$ cat src/rtl/seq_divider.sv
// Iterative restoring unsigned divider: 2W-bit dividend / W-bit divisor,
// one quotient bit per clock, valid/ready handshakes on input and output.
module seq_divider #(
   parameter int WIDTH = 2
) (
   input  logic                 clk,
   input  logic                 rst_n,
   input  logic                 in_valid,
   output logic                 in_ready,
   input  logic [2*WIDTH-1:0]   dividend,
   input  logic [WIDTH-1:0]     divisor,
   output logic                 out_valid,
   input  logic                 out_ready,
   output logic [2*WIDTH-1:0]   quotient,
   output logic [WIDTH-1:0]     remainder,
   output logic                 div_by_zero
);

   localparam int DW = 2 * WIDTH;
   localparam int CW = $clog2(DW + 1);

   localparam logic [1:0] IDLE = 2'd0;
   localparam logic [1:0] BUSY = 2'd1;
   localparam logic [1:0] DONE = 2'd2;

   logic [1:0]       state;
   logic [DW-1:0]    work;
   logic [WIDTH:0]   part_rem;
   logic [WIDTH-1:0] dsor;
   logic [CW-1:0]    count;

   logic [WIDTH:0]   shifted;
   logic [WIDTH:0]   diff;
   logic [WIDTH:0]   rem_next;
   logic             q_bit;

   // work starts as the dividend and fills with quotient bits from the right,
   // so after 2W steps it holds the whole quotient with no truncation.
   always_comb begin
      shifted  = {part_rem[WIDTH-1:0], work[DW-1]};
      diff     = shifted - {1'b0, dsor};
      q_bit    = (shifted >= {1'b0, dsor});
      rem_next = q_bit ? diff : shifted;
   end

   assign in_ready = (state == IDLE);

   always_ff @(posedge clk or negedge rst_n) begin
      if (!rst_n) begin
         state       <= IDLE;
         work        <= '0;
         part_rem    <= '0;
         dsor        <= '0;
         count       <= '0;
         quotient    <= '0;
         remainder   <= '0;
         div_by_zero <= 1'b0;
         out_valid   <= 1'b0;
      end else begin
         case (state)
            IDLE: begin
               if (in_valid) begin
                  dsor     <= divisor;
                  work     <= dividend;
                  part_rem <= '0;
                  if (divisor == '0) begin
                     quotient    <= '1;
                     remainder   <= dividend[WIDTH-1:0];
                     div_by_zero <= 1'b1;
                     state       <= DONE;
                  end else begin
                     count <= CW'(DW);
                     state <= BUSY;
                  end
               end
            end
            BUSY: begin
               work     <= {work[DW-2:0], q_bit};
               part_rem <= rem_next;
               count    <= count - CW'(1);
               if (count == CW'(1)) begin
                  quotient    <= {work[DW-2:0], q_bit};
                  remainder   <= rem_next[WIDTH-1:0];
                  div_by_zero <= 1'b0;
                  state       <= DONE;
               end
            end
            DONE: begin
               // out_valid trails entry into DONE by one edge, which sets the
               // accept-to-result latency; the result handshake needs it high.
               if (out_valid && out_ready) begin
                  out_valid <= 1'b0;
                  state     <= IDLE;
               end else begin
                  out_valid <= 1'b1;
               end
            end
            default: state <= IDLE;
         endcase
      end
   end

endmodule

$ cat config.mk
export PLATFORM = sky130hd
export DESIGN_NAME = seq_divider
export DESIGN_NICKNAME = d
export VERILOG_FILES = /design/src/rtl/seq_divider.sv
export SDC_FILE = /design/constraint.sdc
export NUM_CORES = 1
export LEC_CHECK = 0
export CAP_MARGIN = 20
export CORE_MARGIN = 1.5
export CORE_UTILIZATION = 48
export CTS_BUF_LIST = sky130_fd_sc_hd__clkbuf_4 sky130_fd_sc_hd__clkbuf_8
export DETAILED_ROUTE_END_ITERATION = 12
export HOLD_SLACK_MARGIN = 0.08
export PLACE_DENSITY = 0.84
export SYNTH_ARGS = -nofsm -noshare
export SYNTH_HDL_FRONTEND = slang
export SYNTH_SLANG_ARGS = --single-unit
export TNS_END_PERCENT = 5
$ cat constraint.sdc
create_clock -name clk -period 1.5 [get_ports clk]
set_input_delay 0.3 -clock clk [delete_from_list [all_inputs] [get_ports clk]]
set_output_delay 0.3 -clock clk [all_outputs]
set_load 0.1 [all_outputs]
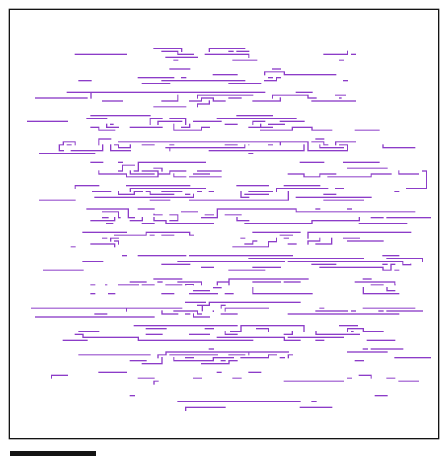
Fig. 1. Metal 1 (run 1).
Bar = 10 µm.
main direction: horizontal
nets with wire on the layer: 144
longest straight run: 23.0 µm
share of all routed wire: 42%
wire length on this layer: 1,110 µm

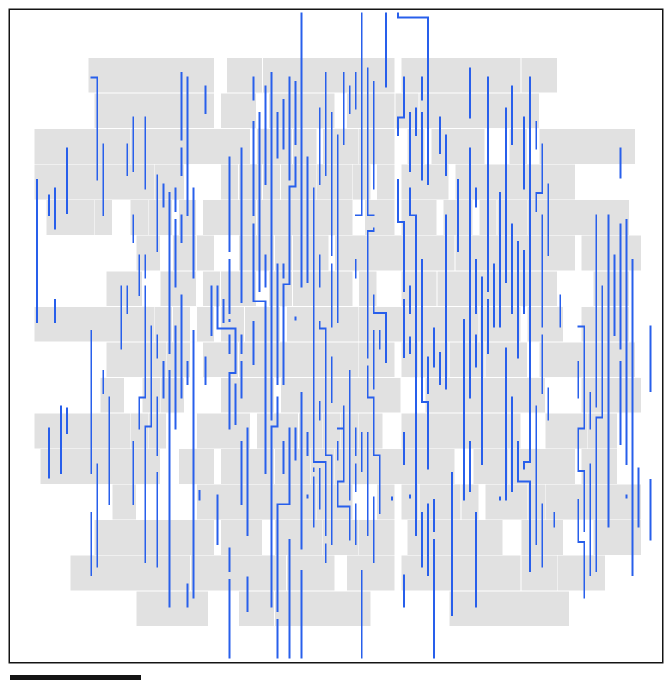
Fig. 2. The metal 2 layer (run 1).
Bar = 10 µm. Cells faint in the background.
wire length on this layer: 1,420 µm
nets with wire on the layer: 138
main direction: vertical
share of all routed wire: 53%
longest straight run: 29.4 µm

==> flow_metrics.py, run 1 <==
# Synthesis and PnR figures
metrics = {
    "worst_setup_path": {
        "crit_path_top_delay_cell": "dfrtp_1",
        "reg2regPathDepth": 5,
        "crit_type": "flip-flop to flip-flop",
        "path_cells": "ha_4 -> nor2b_4 -> nor3_2 -> a211oi_2 -> o22a_1",
        "rr_startpoint": "part_rem[0]",
    },
    "die": {
        "fp_util_pct": 52.2,
        "die-area_um2": 2490,
        "core_um2": 2020,
        "rows": 16,
    },
    "route": {
        "dr.pass1.iters": 4,
        "drt-wirelength-per-cell_um": 15.7,
        "drtAntennaViolNets": 0,
    },
    "yosys": {
        "postSynth.asyncResetShare_pct": 100,
        "ys_area_um2": 1050,
        "ys.flop_type": "dfrtp_1",
        "simple_gate_area_share_pct": 17.3,
        "ys_sh_aoi_pct": 22.5,
        "synth_seq_share_pct": 49.8,
    },
    "clock_network": {
        "clk_pin_slew_worst_paths_ps": 110,
        "cts_tree": "yes",
        "cts_max_level": 1,
    },
    "final_layout": {
        "final_cell_area_um2": 1600,
        "areaGrowthSynthToFinish_pct": 52.0,
    },
    "run_status": {
        "status": "finished clean",
    },
    "final_timing": {
        "drv_slew": 0,
        "fin_tns_setup_ps": 0,
    },
    "grt": {
        "grt_use_met2_pct": 41.6,
    },
    "place": {
        "port_buffers": 18,
    },
    "flow_run": {
        "cap_violations": 0,
    },
}
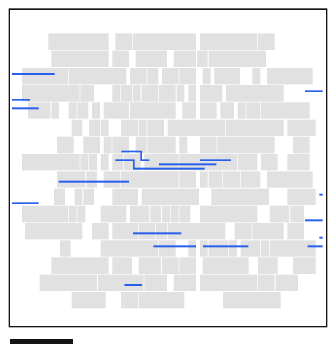
Fig. 3. The metal 3 layer (run 1).
Bar = 10 µm. Cells faint in the background.
nets with wire on the layer: 16
longest straight run: 11.0 µm
wire length on this layer: 92.4 µm
share of all routed wire: 3.5%
main direction: horizontal
grt met3 use: 1.82%
Via Count: 929
final WL: 2.66 mm

-- run 1: kinds of logic (layout without fill, tap and decap cells) --
| kind of cell | count (synthesis) | count (layout) |
|---|---|---|
| mux | 1 | 1 |
| simple gates | 36 | 36 |
| fa+ha+maj | 4 | 4 |
| compound gates | 32 | 32 |
| buf+inv | 10 | 48 |
| flops | 21 | 21 |
-- run 1: cell usage after synthesis (2+ instances only) --
master,number,area [µm²]
a211oi_1,2,15.0
a21o_1,4,30.0
a21oi_1,3,15.0
a22oi_1,4,30.0
buf_2,2,10.0
dfrtp_1,21,526
ha_1,4,50.1
inv_1,6,22.5
nand2_1,14,52.6
nand2b_1,4,25.0
nand3_1,2,10.0
nor2_1,8,30.0
nor2b_1,3,18.8
o21ai_0,11,55.1
o22a_1,5,43.8
-- run 1: final cells by class --
class	count	share of cell area (%)
Multi-Input combinational cell	73	35.1
Inverter	7	1.64
Sequential cell	21	32.9
Clock buffer	4	1.87
Timing Repair Buffer	37	26.4
Tap cell	27	2.11
-- run 1: metal layers --
layer,part of all wire (%),routed length (µm)
met1,42,1110
met2,53,1420
met3,3.5,92
met4,1.4,37
met5,0,0
-- run 1: what timing repair did --
item / in CTS / in global routing
setup buffers: 1 / 2
endpoints found under the setup margin: 9 / 12
pin swaps: 0 / 4
resized: 6 / 11
-- run 1: worst max path at each step --
stage	start	to	slack [ps]	depth (start not counted)
floorplan	part_rem[0]	remainder[1]	70	5
global placement	in_valid	dsor[0]	-160	5
detailed placement	in_valid	work[0]	-230	5
CTS	part_rem[0]	remainder[1]	-60	5
global route	part_rem[0]	remainder[0]	-50	5
finish	part_rem[0]	remainder[0]	9	5
-- run 1: flip-flops by register name (all words and copies together) (netlist names) --
register and cells:
quotient 4, work 4, count 3, dsor 2
part_rem 2, remainder 2, state 2, div_by_zero 1
out_valid 1
==> run 2: changes to the inputs <==
--- a/config.mk
+++ b/config.mk
@@ -9,6 +9,7 @@
 export CORE_MARGIN = 1.5
 export CORE_UTILIZATION = 48
 export CTS_BUF_LIST = sky130_fd_sc_hd__clkbuf_4 sky130_fd_sc_hd__clkbuf_8
+export CTS_CLUSTER_SIZE = 16
 export DETAILED_ROUTE_END_ITERATION = 12
 export HOLD_SLACK_MARGIN = 0.08
 export PLACE_DENSITY = 0.84
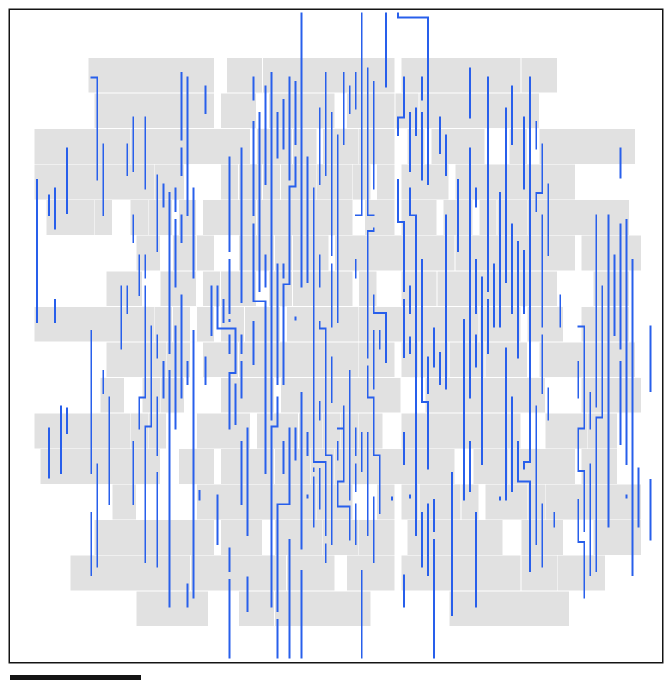
Fig. 4. The metal 2 layer (run 2).
Bar = 10 µm. Cells faint in the background.
longest straight run: 29.4 µm
wire length on this layer: 1,420 µm
met2 Track Usage GR: 41.6%

==> run 2 against run 1 <==
  * Clock skew did not move
  * Maximum frequency is the same
  * Highest routed layer unchanged
  * Area after synthesis is the same
  * Critical path depth unchanged
  * First-iteration DRC count unchanged
  * Worst setup slack unchanged
  * Hold slack did not move
  * Count of clock-buffer cells in the layout unchanged
==> flow_metrics.py, run 2 <==
# Synthesis and PnR figures
metrics = {
    "run_status": {
        "status": "finished clean",
    },
    "final_timing": {
        "drv_slew": 0,
        "period_needed_ps": 1490,
        "fin_crit_sh_pct": 99.4,
    },
    "place": {
        "place_hpwl_mm": 1.91,
        "port_buffers": 18,
    },
    "final_layout": {
        "areaGrowthSynthToFinish_pct": 52.0,
        "fin_nets": 157,
        "layout_top_cell": "dfrtp_1",
        "diodes": 0,
        "reg_top3": "quotient (4), work (4), count (3)",
        "drive_gt1_share_pct": 35.2,
    },
    "yosys": {
        "synthTopCellsByArea": "dfrtp_1 50%, o21ai_0 5.2%, nand2_1 5.0%, ha_1 4.7%, o22a_1 4.2%",
        "netlist_logic_family_top": "AND-OR/OR-AND gates",
        "ys_sh_aoi_pct": 22.5,
        "simple_gate_area_share_pct": 17.3,
        "common_cells": "21 x dfrtp_1, 14 x nand2_1, 11 x o21ai_0",
        "yosys.area.top_type": "dfrtp_1",
        "synth_seq_share_pct": 49.8,
        "ys.flop_type": "dfrtp_1",
        "synth.top_cell.area_share_pct": 49.8,
        "ys_area_um2": 1050,
        "mux_share_pct": 1.07,
        "synth_top_cell_by_count": "dfrtp_1",
        "synth_nets": 118,
        "postSynth.asyncResetShare_pct": 100,
    },
    "die": {
        "die-area_um2": 2490,
        "core_um2": 2020,
        "rows": 16,
        "fp_util_pct": 52.2,
        "die_w_um": 49.9,
    },
    "route": {
        "vias": 929,
        "drtAntennaViolNets": 0,
        "vias_per_cell": 5.50,
        "totalWireLength_mm": 2.66,
        "drt-wirelength-per-cell_um": 15.7,
        "drc": 0,
        "dr.pass1.iters": 4,
    },
    "worst_setup_path": {
        "reg2reg_slack_ps": 9,
        "rr_startpoint": "part_rem[0]",
        "reg2regPathDepth": 5,
        "startpoint": "part_rem[0]",
        "crit_type": "flip-flop to flip-flop",
        "worstReg2RegEnd": "remainder[0]",
        "cp-endpoint": "remainder[0]",
    },
    "flow_run": {
        "warning_count": 29,
        "cap_violations": 0,
    },
    "clock_network": {
        "clkLatencyLatePin_ps": 310,
        "cts_max_level": 1,
        "clock-sinks": 21,
        "clk_pin_slew_worst_paths_ps": 110,
        "cts_tree": "yes",
    },
    "hold_path": {
        "hp-class": "input port to asynchronous set/reset pin",
    },
    "grt": {
        "grtUsageTotal_pct": 22.6,
    },
}
## run 2: critical path: stages, from the launching register on
cell	delay, ps
dfrtp_1	430
ha_4	310
nor2b_4	200
nor3_2	70
a211oi_2	250
o22a_1	180
## run 2: routing by layer
| layer | track usage (%) | part of all wire (%) | vias to the layer above |
|---|---|---|---|
| met1 | 26.8 | 42 | 460 |
| li1 | - | - | 439 |
| met4 | 9.72 | 1.4 | 0 |
| met2 | 41.6 | 53 | 26 |
| met5 | 0 | 0 | - |
| met3 | 1.82 | 3.5 | 4 |
## run 2: cell type report
| type | count | area, µm² | area share [%] |
|---|---|---|---|
| clock buffer | 4 | 30.0 | 1.87 |
| sequential | 21 | 527 | 32.9 |
| multi-input combinational | 73 | 563 | 35.1 |
| inverter | 7 | 26.3 | 1.64 |
| timing repair buffer | 37 | 423 | 26.4 |
| tap | 27 | 33.8 | 2.11 |
## run 2: kinds of logic after synthesis
logic type | after synthesis
flops | 21
buf+inv | 10
compound gates | 32
mux | 1
simple gates | 36
fa+ha+maj | 4
## run 2: repair_timing
item / 4_1_cts / 5_1_grt
endpoints found under the setup margin: 9 / 12
gates resized: 6 / 11
buffers inserted: 1 / 2
pin swaps: 0 / 4
## run 2: metrics by stage
step,hold WS [ps],utilization [%],cells,setup TNS (ps),cell area (µm²)
after floorplan,4.41,-,104,0,1060
after global placement,464,72.5,162,-1630,1470
after detailed placement,469,72.5,162,-2840,1470
after CTS,334,76.1,167,-137,1540
after global routing,354,79.3,169,-155,1600
final,331,79.3,169,0,1600
Fig. 5: run 2, local utilization
10 x 10 tiles, from white (low) to dark blue (high), 0 to 100% covered.
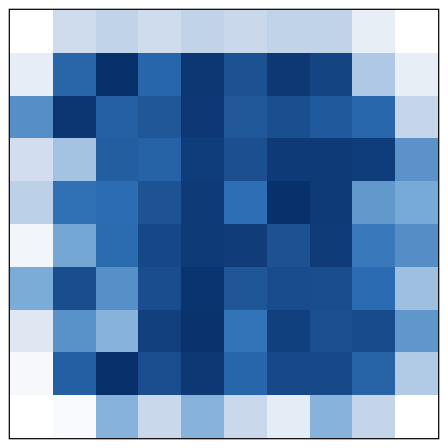

==> run 3: changes to the inputs <==
--- a/config.mk
+++ b/config.mk
@@ -6,8 +6,10 @@
 export NUM_CORES = 1
 export LEC_CHECK = 0
 export CAP_MARGIN = 20
+export CELL_PAD_IN_SITES_DETAIL_PLACEMENT = 1
+export CELL_PAD_IN_SITES_GLOBAL_PLACEMENT = 1
 export CORE_MARGIN = 1.5
-export CORE_UTILIZATION = 48
+export CORE_UTILIZATION = 37
 export CTS_BUF_LIST = sky130_fd_sc_hd__clkbuf_4 sky130_fd_sc_hd__clkbuf_8
 export CTS_CLUSTER_SIZE = 16
 export DETAILED_ROUTE_END_ITERATION = 12
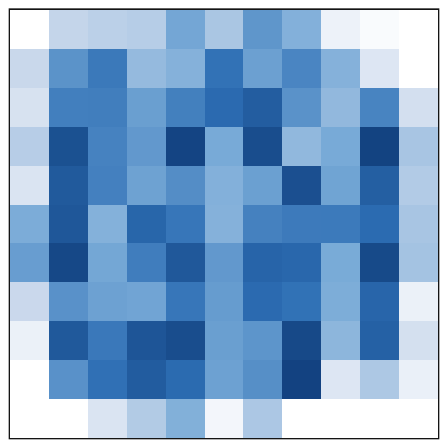
Fig. 6. Local utilization (run 3).
11 x 11 tiles, from white (low) to dark blue (high), 0 to 100% covered.
mean over tiles: 51%
nearly empty tiles: 8.3%
densest ninth of the die: center

==> run 3 against run 2 <==
  * The flow now finishes with violations (setup timing)
  * Non-clock buffer count increased by 6
  * Synthesized cell count is the same
  * Area after synthesis unchanged
  * Sequential share of layout area shrank 1.0 points
==> flow_metrics.py, run 3 <==
# Synthesis and PnR figures
metrics = {
    "clock_network": {
        "clk_pin_slew_worst_paths_ps": 130,
        "hold_buffers": 0,
        "clkLatencyLatePin_ps": 310,
        "clock-sinks": 21,
        "cts_tree": "yes",
        "cts_max_level": 1,
        "cts_made_buffers": 3,
    },
    "die": {
        "fp_util_pct": 38.6,
        "core_um2": 2730,
        "rows": 19,
        "die_y_um": 56.4,
        "die-area_um2": 3180,
        "die_w_um": 56.4,
    },
    "final_timing": {
        "worstMarginPinSlew_ps": 501,
        "setup_violations": 4,
        "finalHoldViolations": 0,
        "drv_slew": 0,
        "period_needed_ps": 1560,
        "fin_crit_sh_pct": 104,
        "setup_slack_ps": -58.6,
        "rsz0062_at_grt": "yes",
    },
    "place": {
        "dpl_cell_area_um2": 1490,
        "place_hpwl_mm": 2.22,
        "dpl.cell_count": 169,
        "port_buffers": 18,
    },
    "final_layout": {
        "drive_gt1_share_pct": 37.8,
        "final_cell_area_um2": 1650,
        "reg_top3": "quotient (4), work (4), count (3)",
        "lay_top_cells": "23 x buf_4, 20 x dfrtp_1, 14 x nand2_1",
        "diodes": 0,
        "fin_nets": 163,
        "layout_top_cell": "buf_4",
        "areaGrowthSynthToFinish_pct": 56.8,
        "layoutNonFillerInstCount": 179,
    },
    "yosys": {
        "mux_share_pct": 1.07,
        "netlist_logic_family_top": "AND-OR/OR-AND gates",
        "postSynth.asyncResetShare_pct": 100,
        "synth_area_per_cell_um2": 10.1,
        "synth.top_cell.area_share_pct": 49.8,
        "common_cells": "21 x dfrtp_1, 14 x nand2_1, 11 x o21ai_0",
        "ys_area_um2": 1050,
        "simple_gate_area_share_pct": 17.3,
        "synth_nets": 118,
        "synth_seq_share_pct": 49.8,
        "synthTopCellsByArea": "dfrtp_1 50%, o21ai_0 5.2%, nand2_1 5.0%, ha_1 4.7%, o22a_1 4.2%",
        "ys.flop_type": "dfrtp_1",
        "ys_sh_aoi_pct": 22.5,
        "synth_top_cell_by_count": "dfrtp_1",
        "netlist_area_um2": 1050,
        "yosys.area.top_type": "dfrtp_1",
        "ys_types": 26,
    },
    "route": {
        "drt-wirelength-per-cell_um": 18.4,
        "dr.pass1.iters": 4,
        "vias": 939,
        "drc": 0,
        "totalWireLength_mm": 3.30,
        "drt_iter0_drc": 16,
        "vias_per_cell": 5.25,
        "drtAntennaViolNets": 0,
    },
    "flow_run": {
        "warning_count": 29,
        "cap_violations": 0,
    },
    "worst_setup_path": {
        "critPathBufInv": 0,
        "crit_path_top_delay_cell": "dfrtp_1",
        "slowest_delay_ps": 430,
        "cpLargestDelayFamily": "simple AND/OR/NAND/NOR gates",
        "cp_max_fo": 5,
        "arrival_ps": 1820,
        "start_kind": "flip-flop",
        "path_cells": "ha_4 -> or2_4 -> and3b_1 -> nor4_4 -> o22a_1",
        "crit_type": "flip-flop to flip-flop",
    },
    "run_status": {
        "status": "finished with violations",
        "violations": "setup timing",
    },
    "grt": {
        "grtUsageTotal_pct": 23.0,
    },
    "hold_path": {
        "hp-class": "input port to asynchronous set/reset pin",
    },
}
==> run 3: layout make-up <==
cell class	count	area, µm²	share of cell area, %
sequential	21	527	31.8
multi-input combinational	73	569	34.4
timing repair buffer	43	465	28.1
inverter	7	26.3	1.59
clock inverter	1	5.00	0.303
tap	31	38.8	2.34
clock buffer	3	22.5	1.36
==> run 3: logic make-up after synthesis <==
| family | Yosys count |
|---|---|
| buffers and inverters | 10 |
| AND-OR/OR-AND | 32 |
| adder cells (fa/ha/maj) | 4 |
| flip-flops | 21 |
| AND/OR/NAND/NOR | 36 |
| multiplexers | 1 |
==> run 3: final timing paths <==
kind / start / to / slack [ps] / cells after the start
setup / recovery: part_rem[0] / remainder[1] / -60 / 5
hold / removal: rst_n / quotient[1] / 320 / 2
setup reg to reg: part_rem[0] / remainder[1] / -60 / 5
hold reg to reg: count[1] / count[1] / 510 / 2
max in group asynchronous: rst_n / state[0] / 950 / 2
min in group clk: count[1] / count[1] / 510 / 2
==> run 3: metrics by stage <==
step | setup TNS, ps | util [%] | hold slack [ps] | setup WS (ps)
3_3_place_gp | -2050 | 54.6 | 465 | -184
3_5_place_dp | -3020 | 54.6 | 487 | -234
6_report | -141 | 60.5 | 318 | -58.6
5_1_grt | -563 | 60.5 | 323 | -108
4_1_cts | -70.5 | 59.9 | 326 | -40.9
2_1_floorplan | 0 | - | 4.41 | 65.7
==> run 3: what timing repair did <==
action,in CTS,in global routing
pin swaps,2,4
endpoints found under the setup margin,10,15
gates resized,11,5
buffers inserted,6,0
==> run 3: metal layers <==
metal  vias to the layer above  track usage, %  wire, µm  share of wire (%)
li1                        452               -         -                  -
met1                       461            28.3      1330                 40
met2                        18            40.5      1780                 54
met3                         8            3.69       101                3.1
met4                         0            8.16        80                2.4
met5                         -               0         0                  0
